**src/rtl/systolic_pkg.sv**
```systemverilog
// systolic_pkg: shared constants, state encoding and helpers for the
// systolic array sequencer.
//   N    array dimension (rows = columns = operand lanes)
//   KMAX maximum tile depth
//   AW   operand-buffer address width
//   KW   tile-depth width (must hold KMAX itself)
//   SW   step-counter width (must hold KMAX + 2N - 3)
package systolic_pkg;

  localparam int N    = 4;
  localparam int KMAX = 64;
  localparam int AW   = $clog2(KMAX);
  localparam int KW   = $clog2(KMAX + 1);
  localparam int SW   = $clog2(KMAX + 2 * N);

  typedef enum logic [2:0] {
    ST_IDLE  = 3'd0,
    ST_CLEAR = 3'd1,
    ST_RUN   = 3'd2,
    ST_FLUSH = 3'd3,
    ST_DONE  = 3'd4
  } state_e;

  // Final step index: the last lane starts N-1 steps late, and the far
  // corner PE sees its last operand another N-1 steps after that.
  function automatic logic [SW-1:0] last_step(input logic [KW-1:0] k);
    return SW'(k) + SW'(2 * N - 3);
  endfunction

  function automatic logic [KW-1:0] clamp_k(input logic [KW-1:0] k);
    return (k > KW'(KMAX)) ? KW'(KMAX) : k;
  endfunction

endpackage

```
**src/rtl/systolic_if.sv**
```systemverilog
// systolic_if: bundle between the sequencer and the PE array plus its edge
// operand buffers.
//   src_valid  buffers can serve a read this cycle
//   rd_en      buffer read strobe (advance)
//   lane_addr  per-lane buffer address, lane i at [i*AW +: AW]
//   lane_vld   per-lane address valid (datapath feeds zero when low)
//   pe_en      array enable
//   pe_rst_n   array accumulator clear, active-low
// master = sequencer side, slave = array/buffer side.
interface systolic_if;
  import systolic_pkg::*;

  logic              src_valid;
  logic              rd_en;
  logic [N*AW-1:0]   lane_addr;
  logic [N-1:0]      lane_vld;
  logic              pe_en;
  logic              pe_rst_n;

  modport master (
    input  src_valid,
    output rd_en, lane_addr, lane_vld, pe_en, pe_rst_n
  );

  modport slave (
    output src_valid,
    input  rd_en, lane_addr, lane_vld, pe_en, pe_rst_n
  );

endinterface

```
**src/rtl/systolic_skew_addr_gen.sv**
```systemverilog
// skew_addr_gen: maps a step count and tile depth to skewed per-lane
// operand addresses, registered.
//   i_clk        clock
//   i_rst_n      synchronous active-low reset
//   i_load       1: capture addresses for i_step, 0: force outputs to zero
//   i_step       step count the outputs should reflect next cycle
//   i_k_len      latched tile depth
//   o_lane_addr  lane i address at [i*AW +: AW]
//   o_lane_vld   lane i valid
module skew_addr_gen
  import systolic_pkg::*;
(
  input  logic              i_clk,
  input  logic              i_rst_n,
  input  logic              i_load,
  input  logic [SW-1:0]     i_step,
  input  logic [KW-1:0]     i_k_len,
  output logic [N*AW-1:0]   o_lane_addr,
  output logic [N-1:0]      o_lane_vld
);

  logic [N*AW-1:0] w_addr;
  logic [N-1:0]    w_vld;
  logic [N*AW-1:0] r_addr;
  logic [N-1:0]    r_vld;

  // Lane g lags the step by g; its address is only meaningful while the
  // lagged index falls inside [0, k_len).
  for (genvar g = 0; g < N; g++) begin : g_lane
    logic [SW-1:0] w_diff;
    logic          w_in;
    assign w_diff = i_step - SW'(g);
    assign w_in   = (i_step >= SW'(g)) && (w_diff < SW'(i_k_len));
    assign w_vld[g]              = w_in;
    assign w_addr[g*AW +: AW]    = w_in ? w_diff[AW-1:0] : '0;
  end

  always_ff @(posedge i_clk) begin
    if (!i_rst_n || !i_load) begin
      r_addr <= '0;
      r_vld  <= '0;
    end else begin
      r_addr <= w_addr;
      r_vld  <= w_vld;
    end
  end

  assign o_lane_addr = r_addr;
  assign o_lane_vld  = r_vld;

endmodule

```
**src/rtl/systolic_ctrl.sv**
```systemverilog
// systolic_ctrl: sequencer for an N x N systolic PE array computing one
// matrix-product tile. Clears the accumulators, walks a step counter that
// drives skewed operand-buffer addresses, stalls on src_valid, and pulses
// done once every PE holds its final sum.
//   i_clk     clock
//   i_rst_n   synchronous active-low reset
//   i_start   begin a tile (sampled only in IDLE)
//   i_k_len   tile depth, latched and clamped to KMAX on accepted start
//   o_busy    sequencer not idle
//   o_done    one-cycle completion pulse
//   io_arr    array / operand-buffer bundle (master side)
//
// state | meaning
// IDLE  | waiting for start
// CLEAR | accumulators cleared (pe_rst_n low), one cycle
// RUN   | stepping operand reads, held while src_valid is low
// FLUSH | last enabled array cycle consuming the final fetch
// DONE  | done pulse, accumulators held (pe_en low)
module systolic_ctrl
  import systolic_pkg::*;
(
  input  logic           i_clk,
  input  logic           i_rst_n,
  input  logic           i_start,
  input  logic [KW-1:0]  i_k_len,
  output logic           o_busy,
  output logic           o_done,
  systolic_if.master     io_arr
);

  localparam logic [2:0] S_IDLE  = ST_IDLE;
  localparam logic [2:0] S_CLEAR = ST_CLEAR;
  localparam logic [2:0] S_RUN   = ST_RUN;
  localparam logic [2:0] S_FLUSH = ST_FLUSH;
  localparam logic [2:0] S_DONE  = ST_DONE;

  logic [2:0]      r_state;
  logic [2:0]      w_state_nxt;
  logic [KW-1:0]   r_k_len;
  logic [SW-1:0]   r_step;
  logic [SW-1:0]   w_step_nxt;
  logic            w_adv;
  logic            r_pe_en;
  logic            r_pe_rst_n;
  logic [N*AW-1:0] w_lane_addr;
  logic [N-1:0]    w_lane_vld;

  assign w_adv = (r_state == S_RUN) && io_arr.src_valid;

  always_comb begin
    w_state_nxt = r_state;
    w_step_nxt  = '0;
    case (r_state)
      S_IDLE: begin
        if (i_start) w_state_nxt = S_CLEAR;
      end
      S_CLEAR: begin
        w_state_nxt = (r_k_len == '0) ? S_DONE : S_RUN;
      end
      S_RUN: begin
        w_step_nxt = r_step;
        if (w_adv) begin
          w_step_nxt = r_step + SW'(1);
          if (r_step == last_step(r_k_len)) w_state_nxt = S_FLUSH;
        end
      end
      S_FLUSH: w_state_nxt = S_DONE;
      S_DONE:  w_state_nxt = S_IDLE;
      default: w_state_nxt = S_IDLE;
    endcase
  end

  always_ff @(posedge i_clk) begin
    if (!i_rst_n) begin
      r_state    <= S_IDLE;
      r_step     <= '0;
      r_k_len    <= '0;
      r_pe_en    <= 1'b0;
      r_pe_rst_n <= 1'b0;
    end else begin
      r_state    <= w_state_nxt;
      r_step     <= w_step_nxt;
      if ((r_state == S_IDLE) && i_start) r_k_len <= clamp_k(i_k_len);
      // Buffer read latency is one cycle, so the array runs one cycle
      // behind the read strobe.
      r_pe_en    <= w_adv;
      r_pe_rst_n <= (w_state_nxt != S_CLEAR);
    end
  end

  // Addresses are registered from the next step value so they line up with
  // rd_en in the same cycle; leaving RUN zeroes them.
  skew_addr_gen u_skew (
    .i_clk       (i_clk),
    .i_rst_n     (i_rst_n),
    .i_load      (w_state_nxt == S_RUN),
    .i_step      (w_step_nxt),
    .i_k_len     (r_k_len),
    .o_lane_addr (w_lane_addr),
    .o_lane_vld  (w_lane_vld)
  );

  assign o_busy           = (r_state != S_IDLE);
  assign o_done           = (r_state == S_DONE);
  assign io_arr.rd_en     = w_adv;
  assign io_arr.pe_en     = r_pe_en;
  assign io_arr.pe_rst_n  = r_pe_rst_n;
  assign io_arr.lane_addr = w_lane_addr;
  assign io_arr.lane_vld  = w_lane_vld;

endmodule

```
**src/flat_wrapper.sv**
```systemverilog
// flat-port wrapper written by rule: the top's interface ports become plain ports
module systolic_ctrl_flat import systolic_pkg::*;
  (i_clk, i_rst_n, i_start, i_k_len, o_busy, o_done, io_arr_src_valid, io_arr_rd_en, io_arr_lane_addr, io_arr_lane_vld, io_arr_pe_en, io_arr_pe_rst_n);
  systolic_if io_arr_i ();
  input  logic i_clk;
  input  logic i_rst_n;
  input  logic i_start;
  input  logic [KW-1:0] i_k_len;
  output logic o_busy;
  output logic o_done;
  input wire logic [$bits(io_arr_i.src_valid)-1:0] io_arr_src_valid;
  output wire logic [$bits(io_arr_i.rd_en)-1:0] io_arr_rd_en;
  output wire logic [$bits(io_arr_i.lane_addr)-1:0] io_arr_lane_addr;
  output wire logic [$bits(io_arr_i.lane_vld)-1:0] io_arr_lane_vld;
  output wire logic [$bits(io_arr_i.pe_en)-1:0] io_arr_pe_en;
  output wire logic [$bits(io_arr_i.pe_rst_n)-1:0] io_arr_pe_rst_n;
  assign io_arr_i.src_valid = io_arr_src_valid;
  assign io_arr_rd_en = io_arr_i.rd_en;
  assign io_arr_lane_addr = io_arr_i.lane_addr;
  assign io_arr_lane_vld = io_arr_i.lane_vld;
  assign io_arr_pe_en = io_arr_i.pe_en;
  assign io_arr_pe_rst_n = io_arr_i.pe_rst_n;
  systolic_ctrl u_core (.i_clk(i_clk), .i_rst_n(i_rst_n), .i_start(i_start), .i_k_len(i_k_len), .o_busy(o_busy), .o_done(o_done), .io_arr(io_arr_i));
endmodule
```
**config.mk**
```make
export PLATFORM = sky130hd
export DESIGN_NAME = systolic_ctrl_flat
export DESIGN_NICKNAME = d
export VERILOG_FILES = /design/src/rtl/systolic_pkg.sv /design/src/rtl/systolic_if.sv /design/src/rtl/systolic_skew_addr_gen.sv /design/src/rtl/systolic_ctrl.sv /design/src/flat_wrapper.sv
export SDC_FILE = /design/constraint.sdc
export NUM_CORES = 1
export LEC_CHECK = 0
export CAP_MARGIN = 20
export CORE_MARGIN = 2
export CORE_UTILIZATION = 34
export DETAILED_ROUTE_END_ITERATION = 6
export PLACE_DENSITY = 0.58
export SLEW_MARGIN = 10
export SYNTH_ARGS = -nofsm -noshare
export SYNTH_HDL_FRONTEND = slang
export SYNTH_SLANG_ARGS = --single-unit
export TNS_END_PERCENT = 10
```
**constraint.sdc**
```tcl
create_clock -name i_clk -period 4.1 [get_ports i_clk]
set_input_delay 0.82 -clock i_clk [delete_from_list [all_inputs] [get_ports i_clk]]
set_output_delay 0.82 -clock i_clk [all_outputs]
set_load 0.005 [all_outputs]
```
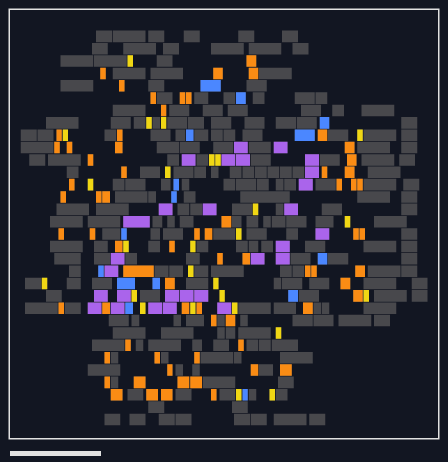
*Logic cells by family, run 1*
Bar = 20 µm.
legend:
  orange:
    family: nor cells
    cells: 69
    most_used: nor2_1
    where: spread over the die
  yellow:
    family: inv cells
    cells: 26
    most_used: inv_1
  purple:
    family: xor and xnor cells
    cells: 28
    most_used: xnor2_1
  blue:
    family: nand cells
    cells: 15
    most_used: nand2_1

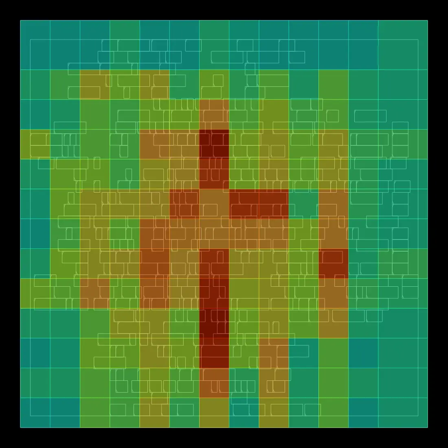
*Routing congestion, run 1*
routing usage on met2: 0.258
global routing usage on met3: 0.0353
Post-Route Utilization: 0.454
busiest layer in global routing: met2

==> impl_metrics.py, run 1 <==
# Generated from Yosys and OpenROAD reports
metrics = {
    "setup_path": {
        "crit_path_start": "io_arr_src_valid",
        "r2r-end": "u_core.u_skew.o_lane_addr[11]",
        "end_kind": "flop",
        "r2r_start": "u_core.r_state[1]",
        "cp-start-kind": "input pin",
        "cp_data_required_time_ps": 4340,
        "worstSetupPathType": "input pin to flop",
        "cp_max_fo": 8,
        "rrSetupSlack_ps": 700,
        "arrival_ps": 3990,
        "reg2regPathDepth": 14,
    },
    "synth": {
        "ys_seq_frac": 0.340,
        "synth_warnings": 0,
        "edf_count": 0,
        "ys_types": 58,
        "ys_cells": 301,
        "synth_area_per_cell_um2": 9.19,
        "yosys.area_share.simple": 0.197,
        "netlist_instances": 301,
        "yosys.area_share.aoi": 0.158,
        "netlist_area_mm2": 0.00277,
        "ys_area_mm2": 0.00277,
        "synthXorXnorAreaFrac": 0.0914,
        "ys_sh_adder": 0.154,
        "syn_nets": 346,
        "mux_share": 0.0113,
    },
    "grt": {
        "grt_max_degree": 19,
        "grt_overflow": 0,
        "use_met1": 0.217,
        "grt_pass1_wl_mm": 11.0,
        "grt_pass1_vias": 2209,
        "grt_usage": 0.162,
        "antenna_found_initial": 0,
    },
    "run_status": {
        "outcome": "finished clean",
    },
    "finish": {
        "diodes": 0,
        "stdcell_area_mm2": 0.00355,
        "stdcell_count": 466,
        "area_growth_pct": 28.2,
        "nFillCells": 777,
        "register_area_um2": 941,
        "layout.cells.most_common_list": "dfxtp_1, clkdlybuf4s50_1, nor2_1",
        "nets": 408,
        "comb_area_mm2": 0.00170,
    },
    "route": {
        "drcViolationCount": 0,
        "drt_iter0_drc": 123,
        "wl_mm": 6.72,
        "vias_per_cell": 4.96,
        "post_drt_wl_per_cell_um": 14.4,
        "num_vias": 2312,
        "drt_first_pass_iters": 4,
    },
    "floorplan": {
        "dieArea_mm2": 0.00887,
        "initCoreUtil": 0.354,
        "dieHeight_um": 94.2,
        "num_rows": 32,
        "fp.coreArea_mm2": 0.00781,
        "die_width_um": 94.2,
    },
    "sta": {
        "setup_viol": 0,
        "report.final.slew_viol_count": 0,
        "setup_tns_ps": 0,
        "relSlewSlack": 0.461,
        "tightest_slew_ps": 800,
        "rsz0062_at_grt": "no",
        "fin_crit_ps": 3750,
        "fmax_mhz": 267,
        "finClkSkew_ps": 4.99,
        "finalHoldViolCount": 0,
        "finalCritPeriodShare": 0.915,
    },
    "placement": {
        "placed_cell_area_mm2": 0.00343,
        "dp.cells": 458,
        "place_congestion": 0.942,
        "portBuffers": 43,
    },
    "cts": {
        "cts_buffer_depth": 2,
        "clk_latency_ps": 300,
        "tritoncts": "yes",
        "htree_levels": 2,
    },
    "power_and_ir_drop": {
        "pwr-share-comb": 0.125,
        "power_frac_seq": 0.505,
        "vdd_drop_max_uv": 113,
        "powerDensity_mw_per_mm2": 265,
        "clkPwrFrac": 0.370,
        "power_uw": 940,
    },
    "job": {
        "warning_count": 33,
    },
    "min_path": {
        "hold_path_startpoint": "u_core.r_k_len[1]",
        "min_to": "u_core.r_k_len[1]",
        "hold_path.class": "flop to flop",
    },
}
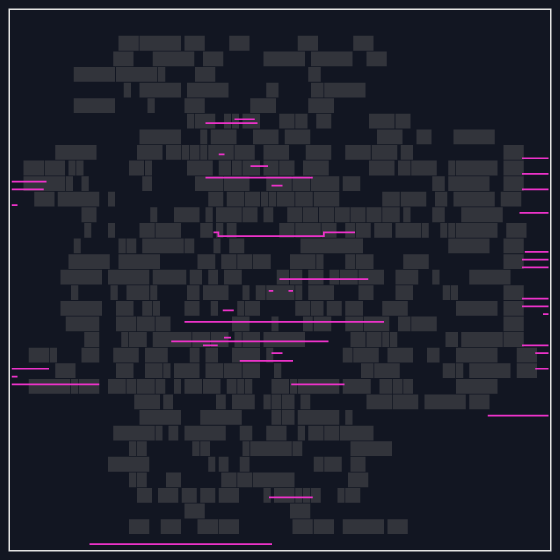
*Metal 3, run 1*
wire length on this layer: 294 µm
longest straight run: 34.5 µm
main direction: horizontal

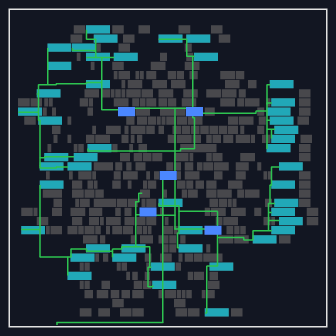
*Clock network drawn from the DEF, run 1*
legend:
  green:
    item: clock wires
    length: 640 µm
  blue:
    item: clock-net drivers
    count: 5
  cyan:
    item: flip-flops
    count: 47
routed clock nets: 6

-- run 1: power by group through the flow --
stage	clock [mW]	sequential, mW	combinational (mW)
2_1_floorplan	0	0.482	0.0780
3_3_place_gp	0	0.485	0.115
3_5_place_dp	0	0.485	0.117
4_1_cts	0.361	0.474	0.118
5_1_grt	0.376	0.476	0.132
6_report	0.348	0.474	0.118
-- run 1: routing by layer --
layer  vias up  wire length, µm  share of wire
met4         0              136          0.020
met3        10              293          0.044
met2        53             3070           0.46
met1      1075             3220           0.48
met5         -                0              0
li1       1174                -              -
-- run 1: cell families (layout without fill, tap and decap cells) --
logic type | count (synthesis) | count (layout)
buffers and inverters | 33 | 96
muxes | 3 | 3
xor gates and xnor gates | 28 | 28
AOI/OAI and AO/OA | 59 | 59
DFF | 47 | 47
adders and majority gates | 34 | 34
and+or+nand+nor | 97 | 97
-- run 1: flip-flops by register name (all words and copies together), names as in the netlist --
name	flops
u_core.r_step	7
u_core.io_arr.pe_en	1
u_core.u_skew.o_lane_addr	24
u_core.io_arr.pe_rst_n	1
u_core.r_k_len	7
u_core.u_skew.o_lane_vld	4
u_core.r_state	3
-- run 1: cells in the mapped netlist (2+ instances only) --
| cell type | number | area, µm² |
|---|---|---|
| xor2_1 | 9 | 78.8 |
| nor2b_1 | 11 | 68.8 |
| dfxtp_1 | 47 | 941 |
| xnor2_1 | 18 | 158 |
| nor3_1 | 8 | 40.0 |
| o21ai_2 | 2 | 17.5 |
| nor4_1 | 2 | 12.5 |
| nand4_2 | 2 | 25.0 |
| a21boi_0 | 2 | 15.0 |
| o21ai_0 | 8 | 40.0 |
| nand2_1 | 5 | 18.8 |
| a21o_1 | 7 | 52.6 |
| a21oi_1 | 15 | 75.1 |
| nor3b_1 | 7 | 52.6 |
| and4_1 | 2 | 17.5 |
| buf_2 | 3 | 15.0 |
| a211oi_2 | 2 | 25.0 |
| a211oi_1 | 2 | 15.0 |
| a31oi_1 | 2 | 12.5 |
| nor2_1 | 39 | 146 |
| clkbuf_1 | 3 | 11.3 |
| inv_1 | 24 | 90.1 |
| o211ai_1 | 6 | 45.0 |
| ha_1 | 34 | 425 |
| and3b_1 | 2 | 17.5 |
| nand4_1 | 3 | 18.8 |
| or3_1 | 2 | 12.5 |
| mux2i_1 | 2 | 20.0 |
| nand3_1 | 3 | 15.0 |
-- run 1: what timing repair did --
action	4_1_cts	5_1_grt
endpoints found under the setup margin	0	7
resized	0	1
buffers inserted	0	0
-- run 1: layout make-up --
cell class	count	area share
multi-input combinational	221	0.478
timing repair buffer	62	0.162
sequential	47	0.265
tap	102	0.0360
inverter	26	0.0275
clock buffer	5	0.0194
clock inverter	3	0.0123
-- run 1: critical path, cell delays in order --
cell	delay, ps
clkdlybuf4s50_1	540
and3b_1	280
o21ai_4	300
inv_2	110
or3_1	410
xnor2_1	220
ha_1	280
a21o_1	160
a21o_1	170
a221oi_1	290
nand4_2	240
nor2_1	180
==> run 2, diff against run 1 <==
--- a/config.mk
+++ b/config.mk
@@ -14,4 +14,4 @@
 export SYNTH_ARGS = -nofsm -noshare
 export SYNTH_HDL_FRONTEND = slang
 export SYNTH_SLANG_ARGS = --single-unit
-export TNS_END_PERCENT = 10
+export TNS_END_PERCENT = 30
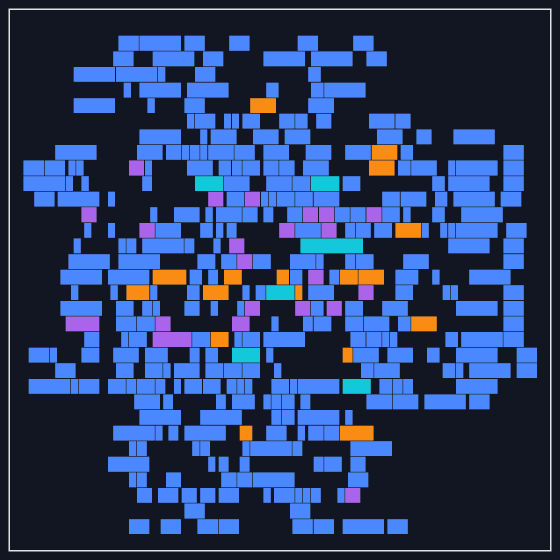
*Cells by drive strength, run 2*
legend:
  cyan:
    size: x6 and larger
    cells: 6
    share: 1.6%
  blue:
    size: x1 and smaller
    cells: 319
    share: 88%
  purple:
    size: x3 and x4
    cells: 22
    share: 6.0%
  orange:
    size: x2
    cells: 17
    share: 4.7%
final worst slack: 348 ps
area grow syn2layout: 28.2%
design area: 0.00355 mm²
buffers outside the clock class: 62

==> run 2 against run 1 <==
Sequential share of layout area is the same. Global-route usage is the same. Maximum frequency is the same. Core utilization is the same. Synthesized area is the same. Clock power is essentially flat. Cell count is the same. Die size is the same. Critical endpoint unchanged.
==> impl_metrics.py, run 2 <==
# Generated from Yosys and OpenROAD reports
metrics = {
    "run_status": {
        "outcome": "finished clean",
    },
    "floorplan": {
        "io_pins": 44,
        "initCoreUtil": 0.354,
        "num_rows": 32,
        "die_width_um": 94.2,
        "dieArea_mm2": 0.00887,
        "dieHeight_um": 94.2,
        "fp.coreArea_mm2": 0.00781,
    },
    "sta": {
        "tightest_slew_ps": 800,
        "report.final.slew_viol_count": 0,
        "fin_crit_ps": 3750,
        "relSlewSlack": 0.461,
        "finalHoldViolCount": 0,
        "finalCritPeriodShare": 0.915,
        "finClkSkew_ps": 4.99,
        "setup_viol": 0,
        "fmax_mhz": 267,
        "rsz0062_at_grt": "no",
    },
    "synth": {
        "yosys-top-cells-area": "dfxtp_1, ha_1, xnor2_1",
        "synth_top_area_share": 0.340,
        "synth_top_cell_by_area": "dfxtp_1",
        "ys_cells": 301,
        "synthXorXnorAreaFrac": 0.0914,
        "most_common_cell": "dfxtp_1",
        "ys_area_mm2": 0.00277,
        "async_flop_share": 0,
        "ys.flop_type": "dfxtp_1",
        "synth_warnings": 0,
        "edf_count": 0,
        "netlist_instances": 301,
        "mux_share": 0.0113,
        "ys_top_logic_family": "simple AND/OR/NAND/NOR gates",
        "yosys.area_share.aoi": 0.158,
        "top_cells_by_count": "dfxtp_1, nor2_1, ha_1, inv_1, xnor2_1",
        "syn_nets": 346,
        "ys_seq_frac": 0.340,
        "ys_sh_adder": 0.154,
        "ys.flops": 47,
        "synth_area_per_cell_um2": 9.19,
        "netlist_area_mm2": 0.00277,
        "ys_types": 58,
        "yosys.area_share.simple": 0.197,
    },
    "cts": {
        "post_cts_buffers": 0,
        "numClockSinks": 47,
        "clk_latency_ps": 300,
        "clk_pin_slew_ps": 90,
        "tritoncts": "yes",
        "htree_levels": 2,
        "cts_buffer_depth": 2,
        "numCtsBuffers": 5,
        "clock-root-buffer": "clkbuf_8",
    },
    "finish": {
        "layout.cells.most_common_list": "dfxtp_1, clkdlybuf4s50_1, nor2_1",
        "diodes": 0,
        "fin_util": 0.454,
        "nets": 408,
        "final_common_cell": "dfxtp_1",
        "drive_gt1_frac": 0.124,
        "largest_reg_flops": 24,
    },
    "placement": {
        "dp_slack_ps": -15.4,
        "place_congestion": 0.942,
        "dpl.hpwl_mm": 5.23,
        "portBuffers": 43,
    },
    "route": {
        "wl_mm": 6.72,
        "met2WireLength_mm": 3.07,
        "dr_wl_met3_um": 293,
        "num_vias": 2312,
        "vias_per_cell": 4.96,
        "drt_first_pass_iters": 4,
        "post_drt_wl_per_cell_um": 14.4,
        "top_layer_used": "met4",
        "drt-met1-wl_mm": 3.22,
        "ant_nets": 0,
        "drcViolationCount": 0,
        "drt_iter0_drc": 123,
    },
    "grt": {
        "grt_max_degree": 19,
        "grt_pass1_vias": 2209,
        "grt_usage": 0.162,
        "antenna_found_initial": 0,
        "grt_pass1_wl_mm": 11.0,
        "grt_overflow": 0,
    },
    "setup_path": {
        "rrSetupSlack_ps": 700,
        "crit_path_start": "io_arr_src_valid",
        "reg2regPathDepth": 14,
        "r2r-end": "u_core.u_skew.o_lane_addr[11]",
        "cp_max_fo": 8,
        "cp-start-kind": "input pin",
        "worstSetupPathType": "input pin to flop",
        "arrival_ps": 3990,
        "crit_end": "u_core.u_skew.o_lane_addr[13]",
        "r2r_start": "u_core.r_state[1]",
        "end_kind": "flop",
        "cp_data_required_time_ps": 4340,
    },
    "job": {
        "warning_count": 33,
        "cap_violations": 0,
    },
    "power_and_ir_drop": {
        "powerDensity_mw_per_mm2": 265,
        "vdd_drop_max_uv": 113,
        "leakage_nw": 1.47,
    },
    "min_path": {
        "hold_path.class": "flop to flop",
    },
}
==> run 2: cell counts in the layout (fill, tap and decap cells not counted) <==
No cell type changed its count.
==> run 2: timing repair <==
| item | 4_1_cts | 5_1_grt |
|---|---|---|
| resized | 0 | 1 |
| hold buffers | 0 | 0 |
| setup endpoints to repair | 0 | 7 |
==> run 2: worst min path at each step <==
stage                 startpoint  cells past startpoint                 to
2_1_floorplan  u_core.r_k_len[1]                      2  u_core.r_k_len[1]
3_3_place_gp   u_core.r_k_len[1]                      2  u_core.r_k_len[1]
3_5_place_dp   u_core.r_k_len[1]                      2  u_core.r_k_len[1]
4_1_cts        u_core.r_k_len[1]                      2  u_core.r_k_len[1]
5_1_grt        u_core.r_k_len[6]                      2  u_core.r_k_len[6]
6_report       u_core.r_k_len[1]                      2  u_core.r_k_len[1]
==> run 2: per-layer routing <==
layer  vias to the layer above  global-route usage
met5                         -                   0
met4                         0              0.0568
met3                        10              0.0353
met2                        53               0.258
met1                      1075               0.217
li1                       1174                   -
==> run 2: critical path, stage by stage <==
cell,delay [ps]
clkdlybuf4s50_1,540
and3b_1,280
o21ai_4,300
inv_2,110
or3_1,410
xnor2_1,220
ha_1,280
a21o_1,160
a21o_1,170
a221oi_1,290
nand4_2,240
nor2_1,180
==> run 2: cell type report <==
type / instances / area [µm²]
clock buffer: 5 / 68.8
clock inverter: 3 / 43.8
fill: 777 / 4260
inverter: 26 / 97.6
multi-input combinational: 221 / 1700
sequential: 47 / 941
tap: 102 / 128
timing repair buffer: 62 / 573
==> run 2: cell families after synthesis <==
logic type	after synthesis
compound gates	59
xor+xnor	28
fa+ha+maj	34
buf+inv	33
flops	47
mux	3
simple gates	97
==> run 2: where the power goes <==
part | internal, mW | leakage, nW | switching [mW]
Clock | 0.182 | 0.0581 | 0.166
Sequential | 0.464 | 0.380 | 0.0108
Combinational | 0.0551 | 1.03 | 0.0627
Total | 0.701 | 1.47 | 0.240
==> run 2: through the flow <==
step           cells  total power [mW]  hold slack (ps)  area, µm²  setup TNS [ps]
3_5_place_dp     458             0.603              546       3430           -29.7
2_1_floorplan    301             0.560              508       2770               0
3_3_place_gp     458             0.601              537       3430               0
5_1_grt          466             0.985              601       3550               0
6_report         466             0.940              553       3550               0
4_1_cts          466             0.953              556       3540               0
Power figures rest on the tool's default switching activity, not on a simulated workload.
